==> run_1/met1.png <==
Scale bar: 20 um. Supply wires on this layer in grey.
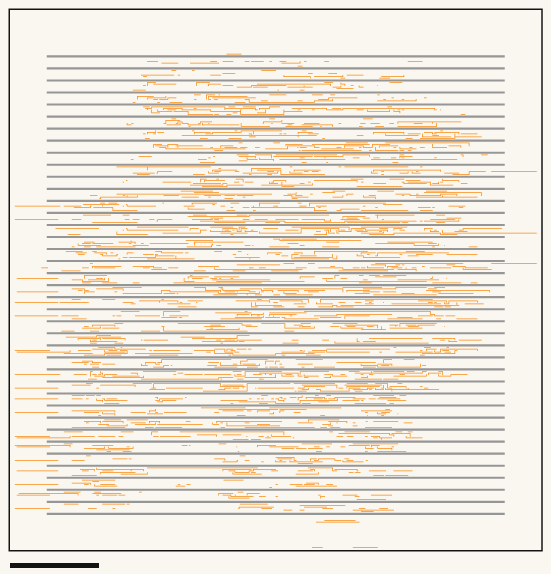
==> run_1/met2.png <==
Scale bar: 20 um.
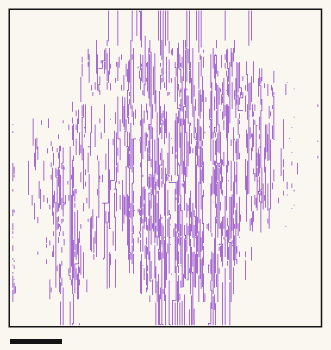
==> run_1/met3.png <==
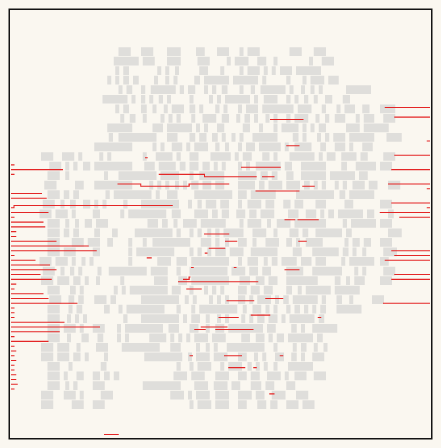
### src/rtl/wb_stage_buf.sv
// Write-back stage: selects one of four result sources, holds results in a
// 2-entry in-order skid queue and drains them into the register file with a
// ready/valid handshake. Also exports a forwarding tap on the youngest entry,
// the last retired result, a wrapping commit counter and a sticky halt flag.
module wb_stage_buf #(
    parameter int unsigned WIDTH   = 10,
    parameter int unsigned RA_W    = 3,
    parameter int unsigned COUNT_W = 16,
    parameter bit          R0_ZERO = 1'b1
) (
    input  logic               clk,
    input  logic               rst,
    input  logic               in_valid,
    output logic               in_ready,
    input  logic [1:0]         in_sel,
    input  logic [WIDTH-1:0]   in_alu,
    input  logic [WIDTH-1:0]   in_mem,
    input  logic [WIDTH-1:0]   in_link,
    input  logic [WIDTH-1:0]   in_imm,
    input  logic [RA_W-1:0]    in_rd,
    input  logic               in_we,
    input  logic               in_halt,
    output logic               rf_we,
    output logic [RA_W-1:0]    rf_addr,
    output logic [WIDTH-1:0]   rf_data,
    input  logic               rf_ready,
    output logic               fwd_valid,
    output logic [RA_W-1:0]    fwd_rd,
    output logic [WIDTH-1:0]   fwd_data,
    output logic [WIDTH-1:0]   final_result,
    output logic [COUNT_W-1:0] commit_count,
    output logic               halted
);

    // Queue storage, indexed by a 1-bit slot number.
    logic [WIDTH-1:0]   r_data [2];
    logic [RA_W-1:0]    r_rd   [2];
    logic [1:0]         r_we;
    logic [1:0]         r_halt;
    logic               r_head;
    logic [1:0]         r_occ;
    logic [WIDTH-1:0]   r_final;
    logic [COUNT_W-1:0] r_commit;
    logic               r_halted;

    logic [WIDTH-1:0]   w_sel_data;
    logic               w_we_in;
    logic               w_empty;
    logic               w_enq;
    logic               w_retire;
    logic               w_wr_idx;
    logic               w_tail_idx;
    logic               w_head_we;
    logic               w_tail_we;

    assign w_empty    = (r_occ == 2'd0);
    assign in_ready   = !rst && !r_halted && (r_occ != 2'd2);
    assign w_enq      = in_valid && in_ready;
    // Write slot is one past the head when an entry is already present; with a
    // same-edge pop at occupancy 1 that slot becomes the new head.
    assign w_wr_idx   = r_head ^ (r_occ == 2'd1);
    assign w_tail_idx = r_head ^ (r_occ == 2'd2);
    assign w_head_we  = r_we[r_head];
    assign w_tail_we  = r_we[w_tail_idx];
    // Non-writing entries drain without waiting for the register file.
    assign w_retire   = !w_empty && (!w_head_we || rf_ready);
    assign w_we_in    = in_we && !(R0_ZERO && (in_rd == '0));

    // Source select for the incoming result.
    always_comb begin
        w_sel_data = in_alu;
        unique case (in_sel)
            2'b00:   w_sel_data = in_alu;
            2'b01:   w_sel_data = in_mem;
            2'b10:   w_sel_data = in_link;
            default: w_sel_data = in_imm;
        endcase
    end

    // Head drives the register-file port, tail drives the forwarding tap.
    always_comb begin
        rf_we     = 1'b0;
        rf_addr   = '0;
        rf_data   = '0;
        fwd_valid = 1'b0;
        fwd_rd    = '0;
        fwd_data  = '0;
        if (!w_empty) begin
            rf_we   = w_head_we;
            rf_addr = r_rd[r_head];
            rf_data = r_data[r_head];
        end
        if (!w_empty && w_tail_we) begin
            fwd_valid = 1'b1;
            fwd_rd    = r_rd[w_tail_idx];
            fwd_data  = r_data[w_tail_idx];
        end
    end

    // Queue, retire bookkeeping and halt latch.
    always_ff @(posedge clk) begin
        if (rst) begin
            r_data[0] <= '0;
            r_data[1] <= '0;
            r_rd[0]   <= '0;
            r_rd[1]   <= '0;
            r_we      <= '0;
            r_halt    <= '0;
            r_head    <= 1'b0;
            r_occ     <= 2'd0;
            r_final   <= '0;
            r_commit  <= '0;
            r_halted  <= 1'b0;
        end else begin
            if (w_enq) begin
                r_data[w_wr_idx] <= w_sel_data;
                r_rd[w_wr_idx]   <= in_rd;
                r_we[w_wr_idx]   <= w_we_in;
                r_halt[w_wr_idx] <= in_halt;
            end
            if (w_retire) begin
                r_head   <= ~r_head;
                r_final  <= r_data[r_head];
                r_commit <= r_commit + COUNT_W'(1);
                if (r_halt[r_head]) begin
                    r_halted <= 1'b1;
                end
            end
            unique case ({w_enq, w_retire})
                2'b10:   r_occ <= r_occ + 2'd1;
                2'b01:   r_occ <= r_occ - 2'd1;
                default: r_occ <= r_occ;
            endcase
        end
    end

    assign final_result = r_final;
    assign commit_count = r_commit;
    assign halted       = r_halted;

endmodule
### config.mk
export PLATFORM = sky130hd
export DESIGN_NAME = wb_stage_buf
export DESIGN_NICKNAME = d
export VERILOG_FILES = /design/src/rtl/wb_stage_buf.sv
export SDC_FILE = /design/constraint.sdc
export NUM_CORES = 1
export LEC_CHECK = 0
export ABC_AREA = 1
export CELL_PAD_IN_SITES_DETAIL_PLACEMENT = 1
export CELL_PAD_IN_SITES_GLOBAL_PLACEMENT = 1
export CORE_AREA = 8 8 112 114
export CTS_BUF_LIST = sky130_fd_sc_hd__clkbuf_8 sky130_fd_sc_hd__clkbuf_16
export CTS_CLUSTER_DIAMETER = 80
export DETAILED_ROUTE_END_ITERATION = 10
export DIE_AREA = 0 0 120 122
export GPL_ROUTABILITY_DRIVEN = 1
export PLACE_DENSITY_LB_ADDON = 0.3
export SETUP_SLACK_MARGIN = 0.5
export SLEW_MARGIN = 20
export SYNTH_ARGS = -nofsm -noshare
export SYNTH_HDL_FRONTEND = slang
export SYNTH_SLANG_ARGS = --single-unit
### constraint.sdc
create_clock -name clk -period 2.7 [get_ports clk]
set_clock_uncertainty 0.15 [all_clocks]
set_input_delay 0.54 -clock clk [delete_from_list [all_inputs] [get_ports clk]]
set_output_delay 0.54 -clock clk [all_outputs]
set_load 0.02 [all_outputs]
==> run summary, run 1 <==
Figures from the implementation reports.

- The share of final layout cell area taken by clock buffers and inverters reads under 10%.
- The worst-case headroom to the max-slew limit is around two thirds.
- The number of well taps reads 140.
- The number of warning messages in the yosys log is 0.
- The post-route core utilization reads roughly half.
- The initial antenna violation count reads 0.
- Post-CTS repair ended up resizing roughly 210 cells.
- The minimum clock period reads approximately 2500 ps.
- The run finished with clean final reports.
- The x dimension of the die reads roughly 120 um.
- The mux cell area share after synthesis reads 0%.
- The combinational share of cell area reads a little over a third.
- Summed over its instances, the top area cell type makes up approximately 22% of the synthesized netlist area.
- The endpoint type of the worst setup path reads an output port.
- The wire length of the first global-routing pass reads around 20000 um.
- The critical path endpoint has a required time of 2010 ps.
- The count of flip-flops with a built-in enable after synthesis is 26.
- The average cell area after synthesis reads approximately 7.4 sq um.
- The switching share of power reads 44.7%.
- The adder-cell share of the synthesized area is 1.75%.
- The number of warnings the tools reported is 31.
- The number of cells on the worst reg-to-reg path is 12.
- The top power consumer group reads combinational cells.
- The count of instantiated cells in the yosys netlist is between 400 and 500.
- After layout, the worst path uses ~93% of the clock period.
- The mean number of vias per cell is 4.87.
- For reference, the critical path is launched at r_occ[0].
Back to the opening pictures, met1.png:
share of all routed wire: 40%
longest straight run: 35.0 um
wire length on this layer: 5320 um

Back to the opening pictures, met2.png:
wire length on this layer: 6820 um
longest straight run: 51.7 um
share of all routed wire: 52%
main direction: vertical
nets with wire on the layer: 601

Back to the opening pictures, met3.png:
share of all routed wire: 5.5%
main direction: horizontal
longest straight run: 45.1 um
nets with wire on the layer: 83
detailed-route via count: 3751
met3 capacity usage during global routing: 4.40%
final wirelength: 13200 um

--- run 2 (diff from run 1) ---
GPL_ROUTABILITY_DRIVEN = 0   (was 1)
==> run_2/met3.png <==
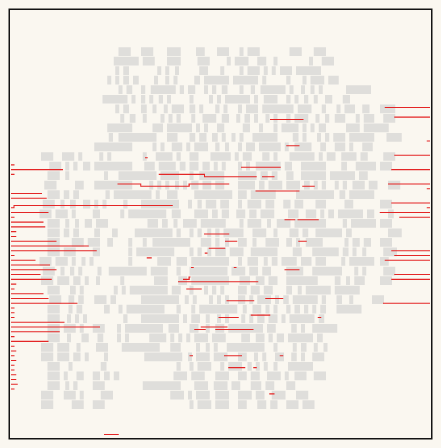
main direction: horizontal
nets with wire on the layer: 83

==> run 2 against run 1 <==
  * Die size stayed put
  * Utilization stayed put
  * First-iteration DRC count unchanged
  * Fmax stayed put
  * Final cell count did not move
  * Sequential share of layout area is the same
  * Sequential cell count unchanged
==> run summary, run 2 <==
Figures from the implementation reports.

- Outcome: complete, no violations (unchanged).
- The minimum clock period reads 2520 ps (unchanged).
- The number of warnings the tools reported is 31 (unchanged).
- The number of cells on the worst reg-to-reg path came to 12 (unchanged).
- The post-cts gate resize count is 207 (unchanged).
- The data required time at the worst endpoint is 2010 ps (about the same).
- The sequential power reads 0.00138 W (about the same).
- The start point of the critical path is r_occ[0] (unchanged).
- The post-route core utilization was 51.3% (unchanged).
- The maximum clock insertion buffer count is 2 (unchanged).
- The fraction of met3 tracks used by global routing came to 4.40% (unchanged).
- The number of cells on the critical path reads 12 (unchanged).
- The measured slew at the worst slew-check pin reads 502 ps (unchanged).
- The count of flip-flops with a built-in enable after synthesis reads 26 (unchanged).
- The adder-cell share of the synthesized area is 1.75% (unchanged).
- The post-CTS setup-driven buffer insertion count is 15 (unchanged).
- The wire length of the first global-routing pass reads 20400 um (unchanged).
- The number of warning messages in the yosys log came to 0 (unchanged).
- The combinational share of cell area is 35.1% (unchanged).
- The mux cell area share after synthesis is 0% (unchanged).
- The total wire length after detailed routing is 13200 um (unchanged).
- The count of instantiated cells in the yosys netlist reads 486 (unchanged).
- The share of the cycle needed by the critical path after routing is 93.2% (unchanged).
- The worst-case headroom to the max-slew limit reads 66.4% (unchanged).
- The power in combinational cells reads 0.00352 W (about the same).
- The maximum single-stage delay on the critical path is 340 ps (about the same).
- The global-route track usage on met1 came to 18.8% (unchanged).
- The x dimension of the die reads 120 um (unchanged).
- The most crowded layer after global routing is met2 (unchanged).
- The average cell area after synthesis is 7.36 sq um (unchanged).
- The number of well taps is 140 (unchanged).
- The initial antenna violation count is 0 (unchanged).
- The share of final layout cell area taken by clock buffers and inverters is 3.29% (unchanged).
- The top power consumer group reads combinational cells (unchanged).
- The endpoint type of the worst setup path reads an output port (unchanged).
Power and IR drop assume default switching activity.
